Run 1, congestion heat map:
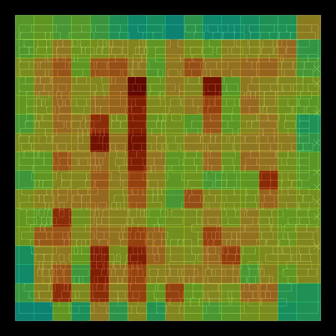
Run 1, logic cells by family:
Scale: 4 px per um.
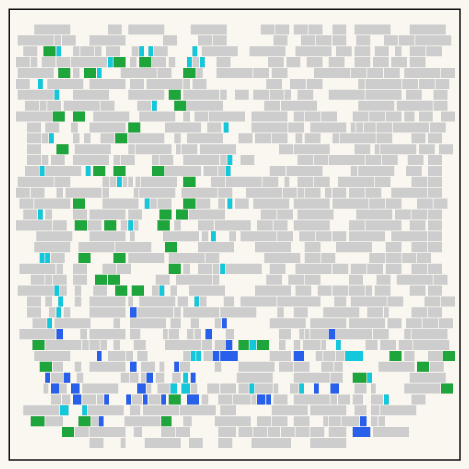
Run 1, close-up of the layout:
Region (41, 19) to (71, 49) um. Cells in grey, sequential cells in the stronger grey; small squares are vias.
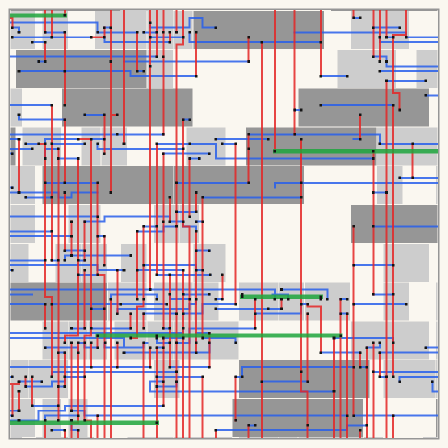
`src/rtl/prog_host_driver.sv`:
```
// Host-side driver for the CPU nibble programming port: serializes one 52-bit
// command frame as 13 nibbles, then collects response nibbles until done or timeout.
module prog_host_driver #(
  parameter int unsigned TIMEOUT_CYCLES = 1024,
  parameter int unsigned NIBBLE_GAP     = 0
) (
  input  logic        clk,
  input  logic        rst,
  input  logic        req_valid,
  output logic        req_ready,
  input  logic [11:0] req_addr,
  input  logic [7:0]  req_cmd,
  input  logic [31:0] req_wdata,
  output logic [3:0]  prog_nibble_in,
  output logic        prog_nibble_in_valid,
  input  logic [3:0]  prog_nibble_out,
  input  logic        prog_out_valid,
  input  logic        prog_done,
  output logic        rsp_valid,
  output logic [31:0] rsp_data,
  output logic        rsp_has_data,
  output logic [1:0]  rsp_status
);

  localparam int unsigned TW = $clog2(TIMEOUT_CYCLES) + 1;
  localparam logic [TW-1:0] TimerMax = TW'(TIMEOUT_CYCLES - 1);
  localparam logic [3:0]    GapLast  = 4'(NIBBLE_GAP);

  typedef enum logic [1:0] {StIdle, StSend, StWait, StResp} state_t;

  state_t          state;
  logic [47:0]     shift;
  logic [3:0]      nib_cnt;
  logic [3:0]      gap_cnt;
  logic [TW-1:0]   timer;
  logic [31:0]     acc;
  logic [3:0]      rsp_cnt;

  logic            emit;
  logic [31:0]     acc_next;
  logic [3:0]      cnt_next;

  assign req_ready = (state == StIdle);

  always_comb begin
    emit     = 1'b0;
    acc_next = acc;
    cnt_next = rsp_cnt;
    if (state == StSend) begin
      // nib_cnt counts nibbles already put on the port, the first one at handshake
      if (prog_nibble_in_valid) emit = (nib_cnt != 4'd13) && (NIBBLE_GAP == 0);
      else                      emit = (gap_cnt == GapLast);
    end
    if (prog_out_valid) begin
      acc_next = {acc[27:0], prog_nibble_out};
      if (rsp_cnt != 4'd15) cnt_next = rsp_cnt + 4'd1;
    end
  end

  always_ff @(posedge clk or posedge rst) begin
    if (rst) begin
      state                <= StIdle;
      shift                <= '0;
      nib_cnt              <= '0;
      gap_cnt              <= '0;
      timer                <= '0;
      acc                  <= '0;
      rsp_cnt              <= '0;
      prog_nibble_in       <= '0;
      prog_nibble_in_valid <= 1'b0;
      rsp_valid            <= 1'b0;
      rsp_data             <= '0;
      rsp_has_data         <= 1'b0;
      rsp_status           <= 2'b00;
    end else begin
      rsp_valid <= 1'b0;
      unique case (state)
        StIdle: begin
          if (req_valid) begin
            state                <= StSend;
            prog_nibble_in       <= req_addr[11:8];
            prog_nibble_in_valid <= 1'b1;
            shift                <= {req_addr[7:0], req_cmd, req_wdata};
            nib_cnt              <= 4'd1;
            gap_cnt              <= '0;
            timer                <= '0;
            acc                  <= '0;
            rsp_cnt              <= '0;
          end
        end
        StSend: begin
          if (emit) begin
            prog_nibble_in       <= shift[47:44];
            prog_nibble_in_valid <= 1'b1;
            shift                <= {shift[43:0], 4'h0};
            nib_cnt              <= nib_cnt + 4'd1;
          end else if (prog_nibble_in_valid) begin
            prog_nibble_in_valid <= 1'b0;
            gap_cnt              <= 4'd1;
            if (nib_cnt == 4'd13) state <= StWait;
          end else begin
            gap_cnt <= gap_cnt + 4'd1;
          end
        end
        StWait: begin
          acc     <= acc_next;
          rsp_cnt <= cnt_next;
          if (prog_done) begin
            state        <= StResp;
            rsp_valid    <= 1'b1;
            rsp_data     <= acc_next;
            rsp_has_data <= (cnt_next == 4'd8);
            rsp_status   <= ((cnt_next == 4'd0) || (cnt_next == 4'd8)) ? 2'b00 : 2'b01;
          end else if (timer == TimerMax) begin
            state        <= StResp;
            rsp_valid    <= 1'b1;
            rsp_data     <= acc_next;
            rsp_has_data <= 1'b0;
            rsp_status   <= 2'b10;
          end else begin
            timer <= timer + 1'b1;
          end
        end
        StResp: state <= StIdle;
        default: state <= StIdle;
      endcase
    end
  end

endmodule

```
`config.mk`:
```
export PLATFORM = sky130hd
export DESIGN_NAME = prog_host_driver
export DESIGN_NICKNAME = d
export VERILOG_FILES = /design/src/rtl/prog_host_driver.sv
export SDC_FILE = /design/constraint.sdc
export NUM_CORES = 1
export LEC_CHECK = 0
export CAP_MARGIN = 25
export CORE_UTILIZATION = 56
export CTS_BUF_LIST = sky130_fd_sc_hd__clkbuf_2
export DETAILED_ROUTE_END_ITERATION = 10
export GPL_TIMING_DRIVEN = 0
export PLACE_DENSITY_LB_ADDON = 0.08
export SETUP_SLACK_MARGIN = 0.1
export SLEW_MARGIN = 0
export SYNTH_ARGS = -nofsm -noshare
export SYNTH_HDL_FRONTEND = slang
export SYNTH_SLANG_ARGS = --single-unit
export TNS_END_PERCENT = 50
```
`constraint.sdc`:
```
create_clock -name clk -period 6 [get_ports clk]
set_input_delay 0.6 -clock clk [delete_from_list [all_inputs] [get_ports clk]]
set_output_delay 0.6 -clock clk [all_outputs]
set_load 0.1 [all_outputs]
```
==> impl_results.html, run 1 <==
<!-- implementation run metrics -->
<table>
<tr><th>Metric</th><th>Value</th></tr>
<tr><th colspan="2">CTS</th></tr>
<tr><td>Clock insertion delay at the later pin of the skew report</td><td>between 0.7 and 0.8 ns</td></tr>
<tr><td>Clock-pin slew reported for the worst setup and hold paths after clock tree synthesis</td><td>0.21 ns</td></tr>
<tr><td>Hold buffers post-CTS</td><td>0</td></tr>
<tr><td>Clock buffers created by TritonCTS</td><td>17</td></tr>
<tr><td>CTS root buf</td><td>clkbuf_2</td></tr>
<tr><td>Maximum count of clock buffers along a single path</td><td>2</td></tr>
<tr><td>Number of resized instances in the post-cts repair step</td><td>0</td></tr>
<tr><th colspan="2">STA</th></tr>
<tr><td>Max Clock Skew</td><td>~0.025 ns</td></tr>
<tr><td>Post-route fraction of the period consumed by the critical path</td><td>55.77%</td></tr>
<tr><td>Max-slew violation count</td><td>0</td></tr>
<tr><td>Top achievable clock speed</td><td>298.8 MHz</td></tr>
<tr><td>Final Hold Viols</td><td>0</td></tr>
<tr><th colspan="2">Setup path</th></tr>
<tr><td>FF-to-FF End</td><td>shift[30]$_DFFE_PP0P_</td></tr>
<tr><td>Cell count of the worst reg-to-reg path</td><td>6</td></tr>
<tr><td>Cells along the critical path</td><td>inv_1 -&gt; ha_1 -&gt; clkdlybuf4s50_1</td></tr>
<tr><td>Cell count along the critical path</td><td>3</td></tr>
<tr><td>Cell type of the slowest stage on the worst timing path</td><td>clkdlybuf4s50_1</td></tr>
<tr><td>Kind of cell adding the most delay to the critical path</td><td>buffers and inverters</td></tr>
<tr><td>Internal reg-to-reg setup slack</td><td>around 3.6 ns</td></tr>
<tr><td>Arrival time worst endpoint</td><td>roughly 2.8 ns</td></tr>
<tr><th colspan="2">Detailed routing</th></tr>
<tr><td>Via density per instance</td><td>between 5 and 6</td></tr>
<tr><td>Routed length on met3</td><td>around 710 um</td></tr>
<tr><td>Number of remaining DRC errors</td><td>9</td></tr>
<tr><th colspan="2">Worst hold path</th></tr>
<tr><td>Class of the most critical hold timing path</td><td>primary input to asynchronous set/reset pin</td></tr>
<tr><th colspan="2">Floorplan</th></tr>
<tr><td>Count of pins on the block boundary</td><td>roughly 100</td></tr>
<tr><td>Area of the chip</td><td>between 10000 and 15000 um^2</td></tr>
<tr><td>Die extent in x</td><td>around 110 um</td></tr>
<tr><th colspan="2">Cells and area</th></tr>
<tr><td>Final design instance area without fill</td><td>8243 um^2</td></tr>
<tr><td>Layout area overhead</td><td>20.95%</td></tr>
<tr><td>Share of cells above drive strength 1</td><td>a little under a quarter</td></tr>
<tr><td>Layout filler cell count</td><td>861</td></tr>
<tr><th colspan="2">Outcome</th></tr>
<tr><td>Run status</td><td>complete, but fails checks</td></tr>
<tr><td>Violated checks</td><td>DRC</td></tr>
<tr><th colspan="2">Logic synthesis</th></tr>
<tr><td>Number of nets in the synthesized netlist</td><td>622</td></tr>
<tr><td>Distinct lib cells</td><td>between 50 and 60</td></tr>
<tr><td>Chip Area, Yosys</td><td>about 6800 um^2</td></tr>
<tr><td>Yosys Instances</td><td>roughly 550</td></tr>
<tr><td>Total standard cell area after synthesis</td><td>between 6000 and 7000 um^2</td></tr>
<tr><td>Avg Inst Size Synth</td><td>around 12 um^2</td></tr>
<tr><th colspan="2">Power</th></tr>
<tr><td>Internal</td><td>approximately 2.4 mW</td></tr>
<tr><td>Switching share of total power</td><td>48.96%</td></tr>
<tr><th colspan="2">Flow run</th></tr>
<tr><td>Log Warnings</td><td>30</td></tr>
<tr><th colspan="2">Global route</th></tr>
<tr><td>Maximum number of pins on one net before global-route repair</td><td>roughly 100</td></tr>
</table>
## Picture notes: 'congestion heat map'
share of the core filled with cells: 70.68%
GRT Overall Usage: 24.90%
met2 usage in global routing: 41.45%
M3 GR Usage: 5.940%
routed wirelength normalized by instance count: 17.84 um

## Picture notes: 'logic cells by family'
Blue is NAND gates, cells 32. Green is AND-OR and OR-AND gates, cells 46. Cyan is NOR gates, cells 46.
final cell count without fillers: 829
most instantiated logic cell after routing: dfrtp_1

## Picture notes: 'close-up of the layout'
Green is metal 3. Blue is metal 1. Red is metal 2.
Netlist names of flops here include timer (5), gap_cnt (2), rsp_data (2). Most frequent: dfrtp_1 (11), nor2_1 (5). 55 logic cells have their middle in the window. Sequential cells in the window: 11.

run 1: worst min-delay path by stage:
| stage | startpoint | end | slack, ns | cells past startpoint |
|---|---|---|---|---|
| CTS | rst | timer[3]$_DFFE_PP0P_ | 0.21 | 2 |
| detailed placement | rsp_status[0]$_DFFE_PP0P_ | rsp_status[0]$_DFFE_PP0P_ | 0.47 | 2 |
| global placement | rsp_status[0]$_DFFE_PP0P_ | rsp_status[0]$_DFFE_PP0P_ | 0.47 | 2 |
| floorplan | acc[30]$_DFFE_PP0P_ | acc[30]$_DFFE_PP0P_ | 0.47 | 1 |
| finish | rst | state[1]$_DFFE_PP0P_ | 0.27 | 2 |
| global route | rst | state[1]$_DFFE_PP0P_ | 0.25 | 2 |
run 1: synthesized netlist by cell type (2+ instances only):
master     count
dfrtp_1      146
mux2_2        96
nor2_1        41
a22o_1        39
a21oi_1       37
mux2i_1       35
clkbuf_1      15
buf_2         13
o21ai_0       13
nand2_1       12
nand3_1       10
ha_1           9
inv_1          9
o31ai_1        9
a31oi_1        5
buf_6          5
nand2b_1       4
and2_1         3
o2bb2ai_1      3
or3_1          3
and3_1         2
mux2_1         2
nand4_1        2
nand4_2        2
nor3_1         2
o21a_1         2
o311ai_0       2
xor2_1         2
run 1: cells by family (layout without fill, tap and decap cells):
kind of cell	count (synthesis)	after routing	synth area share [%]
buf+inv	44	178	3.268
simple gates	91	91	6.664
flops	146	146	53.61
compound gates	126	126	13.00
mux	134	134	21.55
xor+xnor	2	2	0.2571
fa+ha+maj	9	9	1.652
run 1: sequential cells by signal, indices dropped and copies added, names as in the netlist:
| name | count |
|---|---|
| rsp_data | 32 |
| gap_cnt | 4 |
| state | 2 |
| prog_nibble_in_valid | 1 |
| rsp_valid | 1 |
| acc | 32 |
| rsp_status | 2 |
| rsp_has_data | 1 |
| prog_nibble_in | 4 |
| rsp_cnt | 4 |
| nib_cnt | 4 |
| shift | 48 |
| timer | 11 |
run 1: layer usage:
layer	up-vias	GRT usage, %
met4	0	7.644
met5	-	0
li1	2267	-
met3	9	5.940
met1	2437	32.55
met2	114	41.45
run 1: power by group through the flow:
stage               sequential, mW  combinational (mW)  clock, mW
finish                        1.61                2.69      0.499
global route                  1.65                2.86      0.556
CTS                           1.60                2.72      0.516
detailed placement            1.63                2.71          0
global placement              1.61                2.65          0
floorplan                     2.51                1.17          0
run 1: final cells by class:
class | count | area, um^2 | share of cell area, %
Buffer | 34 | 185.2 | 2.247
Clock buffer | 17 | 85.08 | 1.032
Clock inverter | 15 | 120.1 | 1.457
Inverter | 10 | 42.54 | 0.5161
Multi-Input combinational cell | 362 | 2939 | 35.66
Sequential cell | 146 | 3654 | 44.32
Tap cell | 143 | 178.9 | 2.171
Timing Repair Buffer | 102 | 1039 | 12.60
run 1: metrics by stage:
stage | total power [mW] | instances
2_1_floorplan | 3.679 | 552
3_3_place_gp | 4.259 | 796
3_5_place_dp | 4.335 | 797
4_1_cts | 4.838 | 829
5_1_grt | 5.071 | 829
6_report | 4.798 | 829
==> run 2: changes to the inputs <==
==> constraint.sdc (replaced) <==
create_clock -name clk -period 3.35 [get_ports clk]
set_input_delay 0.335 -clock clk [delete_from_list [all_inputs] [get_ports clk]]
set_output_delay 0.335 -clock clk [all_outputs]
set_load 0.1 [all_outputs]
==> run 2 against run 1 <==
  * The flow still finishes with violations (DRC)
  * Global-route usage up 0.28 points
  * Clock skew up 0.0029 ns
  * Area after synthesis unchanged
  * Flip-flop count unchanged
  * Die area unchanged
  * Clock power up 120%
  * Combinational power up about 80%
  * Routed wire length down 0.35%
  * Clock-buffer cell count up 1
  * Sequential power up 79%
  * Largest cell class unchanged
==> impl_results.html, run 2 <==
<!-- implementation run metrics -->
<table>
<tr><th>Metric</th><th>Value</th></tr>
<tr><th colspan="2">Outcome</th></tr>
<tr><td>Run status</td><td>complete, but fails checks</td></tr>
<tr><td>Violated checks</td><td>DRC</td></tr>
<tr><th colspan="2">Setup path</th></tr>
<tr><td>Kind of cell adding the most delay to the critical path</td><td>buffers and inverters</td></tr>
<tr><td>Cell type of the slowest stage on the worst timing path</td><td>clkdlybuf4s50_1</td></tr>
<tr><td>Cells along the critical path</td><td>inv_1 -&gt; ha_1 -&gt; clkdlybuf4s50_1</td></tr>
<tr><td>Arrival time worst endpoint</td><td>2.73 ns (-0.02 ns)</td></tr>
<tr><th colspan="2">CTS</th></tr>
<tr><td>CTS root buf</td><td>clkbuf_2</td></tr>
<tr><td>Maximum count of clock buffers along a single path</td><td>2 (unchanged)</td></tr>
<tr><td>Number of resized instances in the post-cts repair step</td><td>0 (unchanged)</td></tr>
<tr><td>Hold buffers post-CTS</td><td>0 (unchanged)</td></tr>
<tr><td>Clock buffers created by TritonCTS</td><td>17 (unchanged)</td></tr>
<tr><th colspan="2">STA</th></tr>
<tr><td>Top achievable clock speed</td><td>326.2 MHz</td></tr>
<tr><td>Final Hold Viols</td><td>0 (unchanged)</td></tr>
<tr><td>Post-route fraction of the period consumed by the critical path</td><td>91.52%</td></tr>
<tr><th colspan="2">Global route</th></tr>
<tr><td>Met2 usage in global routing</td><td>41.45% (unchanged)</td></tr>
<tr><td>Most used routing layer</td><td>met2</td></tr>
<tr><td>Maximum number of pins on one net before global-route repair</td><td>43 (-57%)</td></tr>
<tr><td>GRT Overall Usage</td><td>25.18% (+0.28 points)</td></tr>
<tr><th colspan="2">Worst hold path</th></tr>
<tr><td>Class of the most critical hold timing path</td><td>primary input to asynchronous set/reset pin</td></tr>
<tr><th colspan="2">Logic synthesis</th></tr>
<tr><td>Chip Area, Yosys</td><td>6815 um^2 (unchanged)</td></tr>
<tr><td>Number of nets in the synthesized netlist</td><td>622 (unchanged)</td></tr>
<tr><td>Top post-synthesis cells by count</td><td>146 x dfrtp_1, 96 x mux2_2, 41 x nor2_1</td></tr>
<tr><td>Avg Inst Size Synth</td><td>12.35 um^2 (unchanged)</td></tr>
<tr><th colspan="2">Cells and area</th></tr>
<tr><td>Layout area overhead</td><td>22.21%</td></tr>
<tr><td>Combined flip-flop and latch cell area</td><td>3654 um^2 (unchanged)</td></tr>
<tr><td>Comb area</td><td>2939 um^2 (unchanged)</td></tr>
<tr><td>Largest registers</td><td>shift (48), acc (32), rsp_data (32)</td></tr>
<tr><td>Most instantiated logic cell after routing</td><td>dfrtp_1</td></tr>
<tr><td>Number of flip-flops under the largest register name</td><td>48 (unchanged)</td></tr>
<tr><th colspan="2">Detailed routing</th></tr>
<tr><td>Number of remaining DRC errors</td><td>6 (-3)</td></tr>
<tr><td>Via density per instance</td><td>5.817 (about the same)</td></tr>
<tr><th colspan="2">Flow run</th></tr>
<tr><td>Log Warnings</td><td>30 (unchanged)</td></tr>
<tr><th colspan="2">Floorplan</th></tr>
<tr><td>Area of the chip</td><td>12620 um^2 (unchanged)</td></tr>
<tr><td>Die extent in x</td><td>112.3 um (unchanged)</td></tr>
<tr><th colspan="2">Power</th></tr>
<tr><td>Internal</td><td>4.610 mW (+88%)</td></tr>
</table>
run 2: cell counts after synthesis:
No cell type changed its count.
run 2: cells by family after synthesis:
logic type	Yosys count	share of synthesized area, %
compound gates	126	13.00
buf+inv	44	3.268
flops	146	53.61
mux	134	21.55
simple gates	91	6.664
fa+ha+maj	9	1.652
xor+xnor	2	0.2571
run 2: final cells by class:
type	instances	share of cell area, %
well taps	143	2.148
repair buffers	104	12.86
diodes	1	0.03004
plain buffers	34	2.223
multi-input cells	362	35.29
clock buffers	18	1.082
clock inverters	13	2.013
flip-flops and latches	146	43.86
inverters	10	0.4957
run 2: per-layer routing:
layer	part of all wire [%]	vias up
met2	49	111
met1	45	2440
met4	1.2	0
met5	0	-
met3	4.1	15
li1	-	2268
run 2: power by group through the flow:
stage | sequential (mW) | clock (mW) | combinational [mW]
2_1_floorplan | 4.50 | 0 | 2.09
3_3_place_gp | 2.88 | 0 | 4.75
3_5_place_dp | 2.92 | 0 | 4.86
4_1_cts | 2.88 | 1.10 | 4.88
5_1_grt | 2.97 | 1.16 | 5.14
6_report | 2.88 | 1.08 | 4.85
run 2: worst paths after layout:
check / endpoint / slack, ns / depth (start not counted) / from
worst min register to register: prog_nibble_in[1]$_DFFE_PP0P_ / 0.52 / 1 / prog_nibble_in[1]$_DFFE_PP0P_
min in group clk: rsp_cnt[3]$_DFFE_PP0P_ / 0.20 / 4 / prog_out_valid
worst max-delay path: req_ready / 0.28 / 3 / state[0]$_DFFE_PP0P_
max in group asynchronous: acc[25]$_DFFE_PP0P_ / 2.32 / 4 / rst
worst min-delay path: state[1]$_DFFE_PP0P_ / 0.13 / 2 / rst
worst max register to register: shift[30]$_DFFE_PP0P_ / 0.94 / 6 / state[1]$_DFFE_PP0P_
run 2: per-stage QoR:
step	hold slack [ns]	utilization, %	setup WS, ns	cell area [um^2]
global placement	0.4658	68.67	-0.04671	8009
finish	0.1314	71.42	0.2842	8329
CTS	0.08042	71.40	0.2254	8327
floorplan	0.4652	-	0.6994	6819
detailed placement	0.4784	69.19	0.9774	8069
global route	0.1328	71.42	0.1516	8329
Run 2, logic cells by family:
Scale: 4 px per um.
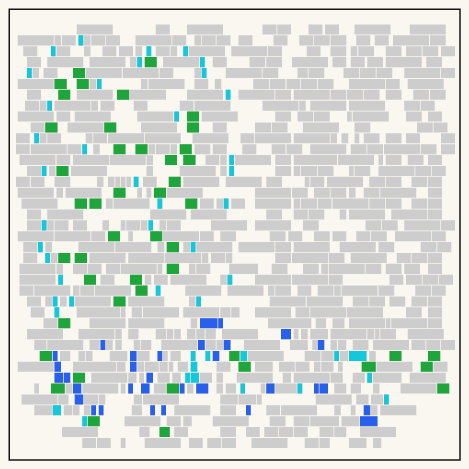
Cyan is NOR gates, cells 46. Blue is NAND gates, cells 32. Green is AND-OR and OR-AND gates, cells 46.
multi-input logic portion of the cell area: 35.29%
final cell count without fillers: 831

==> run 3: changes to the inputs <==
--- a/config.mk
+++ b/config.mk
@@ -6,7 +6,7 @@
 export NUM_CORES = 1
 export LEC_CHECK = 0
 export CAP_MARGIN = 25
-export CORE_UTILIZATION = 56
+export CORE_UTILIZATION = 49
 export CTS_BUF_LIST = sky130_fd_sc_hd__clkbuf_2
 export DETAILED_ROUTE_END_ITERATION = 10
 export GPL_TIMING_DRIVEN = 0
==> run 3 against run 2 <==
  * The run now ends clean
  * Sequential share of layout area about the same
  * Via count is 0.68% lower
  * Final area hardly changed
  * Total power shrank 2.7%
  * Critical endpoint unchanged
  * Clock-buffer cell count rose by 1
  * Setup slack gained 0.0024 ns
  * Die area increased by 14%
==> impl_results.html, run 3 <==
<!-- implementation run metrics -->
<table>
<tr><th>Metric</th><th>Value</th></tr>
<tr><th colspan="2">CTS</th></tr>
<tr><td>CTS root buf</td><td>clkbuf_2</td></tr>
<tr><td>Maximum count of clock buffers along a single path</td><td>2 (unchanged)</td></tr>
<tr><th colspan="2">Cells and area</th></tr>
<tr><td>Layout area overhead</td><td>22.23% (about the same)</td></tr>
<tr><td>Largest registers</td><td>shift (48), acc (32), rsp_data (32)</td></tr>
<tr><td>Number of flip-flops under the largest register name</td><td>48 (unchanged)</td></tr>
<tr><td>Combined flip-flop and latch cell area</td><td>3654 um^2 (unchanged)</td></tr>
<tr><th colspan="2">STA</th></tr>
<tr><td>Slack of the critical path</td><td>0.2866 ns (+0.002427 ns)</td></tr>
<tr><td>Final Hold Viols</td><td>0 (unchanged)</td></tr>
<tr><td>Top achievable clock speed</td><td>326.4 MHz (about the same)</td></tr>
<tr><th colspan="2">Logic synthesis</th></tr>
<tr><td>Number of nets in the synthesized netlist</td><td>622 (unchanged)</td></tr>
<tr><td>Mux area share</td><td>21.55% (unchanged)</td></tr>
<tr><td>Avg Inst Size Synth</td><td>12.35 um^2 (unchanged)</td></tr>
<tr><td>Synthesized-area fraction occupied by ao, oa, aoi and oai cells</td><td>13.00% (unchanged)</td></tr>
<tr><td>Top post-synthesis cells by count</td><td>146 x dfrtp_1, 96 x mux2_2, 41 x nor2_1</td></tr>
<tr><td>Post-synthesis share of cell area spent on and, or, nand and nor gates</td><td>6.664% (unchanged)</td></tr>
<tr><td>Xor/xnor share</td><td>0.2570% (unchanged)</td></tr>
<tr><th colspan="2">Floorplan</th></tr>
<tr><td>Area of the chip</td><td>14380 um^2 (+14%)</td></tr>
<tr><th colspan="2">Power</th></tr>
<tr><td>Internal</td><td>4.390 mW (-4.8%)</td></tr>
<tr><th colspan="2">Outcome</th></tr>
<tr><td>Run status</td><td>finished, final reports clean</td></tr>
<tr><th colspan="2">Worst hold path</th></tr>
<tr><td>Critical hold path startpoint</td><td>prog_out_valid</td></tr>
<tr><th colspan="2">Setup path</th></tr>
<tr><td>FF-to-FF End</td><td>prog_nibble_in[1]$_DFFE_PP0P_</td></tr>
<tr><td>Cells along the critical path</td><td>inv_1 -&gt; ha_1 -&gt; clkdlybuf4s50_1</td></tr>
<tr><th colspan="2">Global route</th></tr>
<tr><td>Maximum number of pins on one net before global-route repair</td><td>44 (+2.3%)</td></tr>
<tr><th colspan="2">Detailed routing</th></tr>
<tr><td>Length of routed wiring on met1</td><td>6818 um (+2.3%)</td></tr>
<tr><td>Via density per instance</td><td>5.544 (-4.7%)</td></tr>
</table>
==> run 3: layout make-up <==
class / instances / share of cell area, %
Tap cell: 176 / 2.643
Inverter: 10 / 0.4956
Clock buffer: 19 / 1.141
Clock inverter: 13 / 1.141
Timing Repair Buffer: 106 / 13.22
Multi-Input combinational cell: 362 / 35.28
Sequential cell: 146 / 43.86
Buffer: 34 / 2.223
==> run 3: metal layers <==
metal  vias to the layer above  GRT usage (%)
li1                       2280              -
met1                      2380          29.68
met2                       130          33.84
met3                        11          5.038
met4                         0          6.406
met5                         -              0
==> run 3: logic make-up after synthesis <==
kind of cell,count (synthesis)
AND-OR/OR-AND,126
XOR/XNOR,2
adder cells (fa/ha/maj),9
buffers and inverters,44
flip-flops,146
multiplexers,134
AND/OR/NAND/NOR,91
==> run 3: critical path, delay by kind of cell, from the launching register on <==
kind                     cells  cell delay, ns
adder cells (fa/ha/maj)      1            0.31
buffers and inverters        2            1.29
flip-flops                   1            0.43
==> run 3: power groups by stage <==
stage	logic [mW]	clock network, mW	registers, mW
final	4.83	0.871	2.86
after global routing	5.11	0.972	2.96
after CTS	4.87	0.905	2.86
after detailed placement	4.85	0	2.90
after global placement	4.77	0	2.87
after floorplan	2.09	0	4.50
==> run 3: worst min-delay path by stage <==
stage                     cells past startpoint                         to
final                                         4     rsp_cnt[3]$_DFFE_PP0P_
after global routing                          4     rsp_cnt[3]$_DFFE_PP0P_
after CTS                                     4     rsp_cnt[3]$_DFFE_PP0P_
after detailed placement                      1        acc[29]$_DFFE_PP0P_
after global placement                        2  rsp_status[0]$_DFFE_PP0P_
after floorplan                               1        acc[30]$_DFFE_PP0P_
==> run 3: timing repair <==
item,CTS,global route
hold endpoints to repair,12,0
hold buffers,1,0
endpoints found under the setup margin,0,0
==> run 3: metrics by stage <==
| stage | instances | utilization, % | hold WS, ns | instance area (um^2) |
|---|---|---|---|---|
| 2_1_floorplan | 552 | - | 0.4652 | 6819 |
| 3_3_place_gp | 829 | 60.07 | 0.4648 | 8050 |
| 3_5_place_dp | 833 | 60.67 | 0.4848 | 8130 |
| 4_1_cts | 866 | 62.17 | 0.08612 | 8330 |
| 5_1_grt | 866 | 62.17 | 0.1415 | 8330 |
| 6_report | 866 | 62.17 | 0.1808 | 8330 |
Run 3, close-up of the layout:
Region (45, 21) to (75, 51) um. Cells in grey, sequential cells in the stronger grey; small squares are vias.
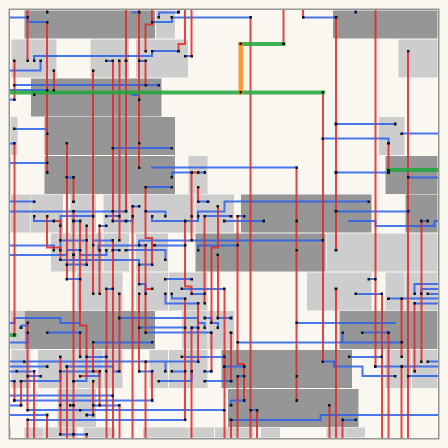
Orange is metal 4. Blue is metal 1. Green is metal 3. Red is metal 2.
Netlist names of flops here include timer (5), state (2). Sequential cells in the window: 11. 47 logic cells have their middle in the window. Most frequent: dfrtp_1 (11), o31ai_1 (4).

Power is estimated from default activity; no workload was simulated.
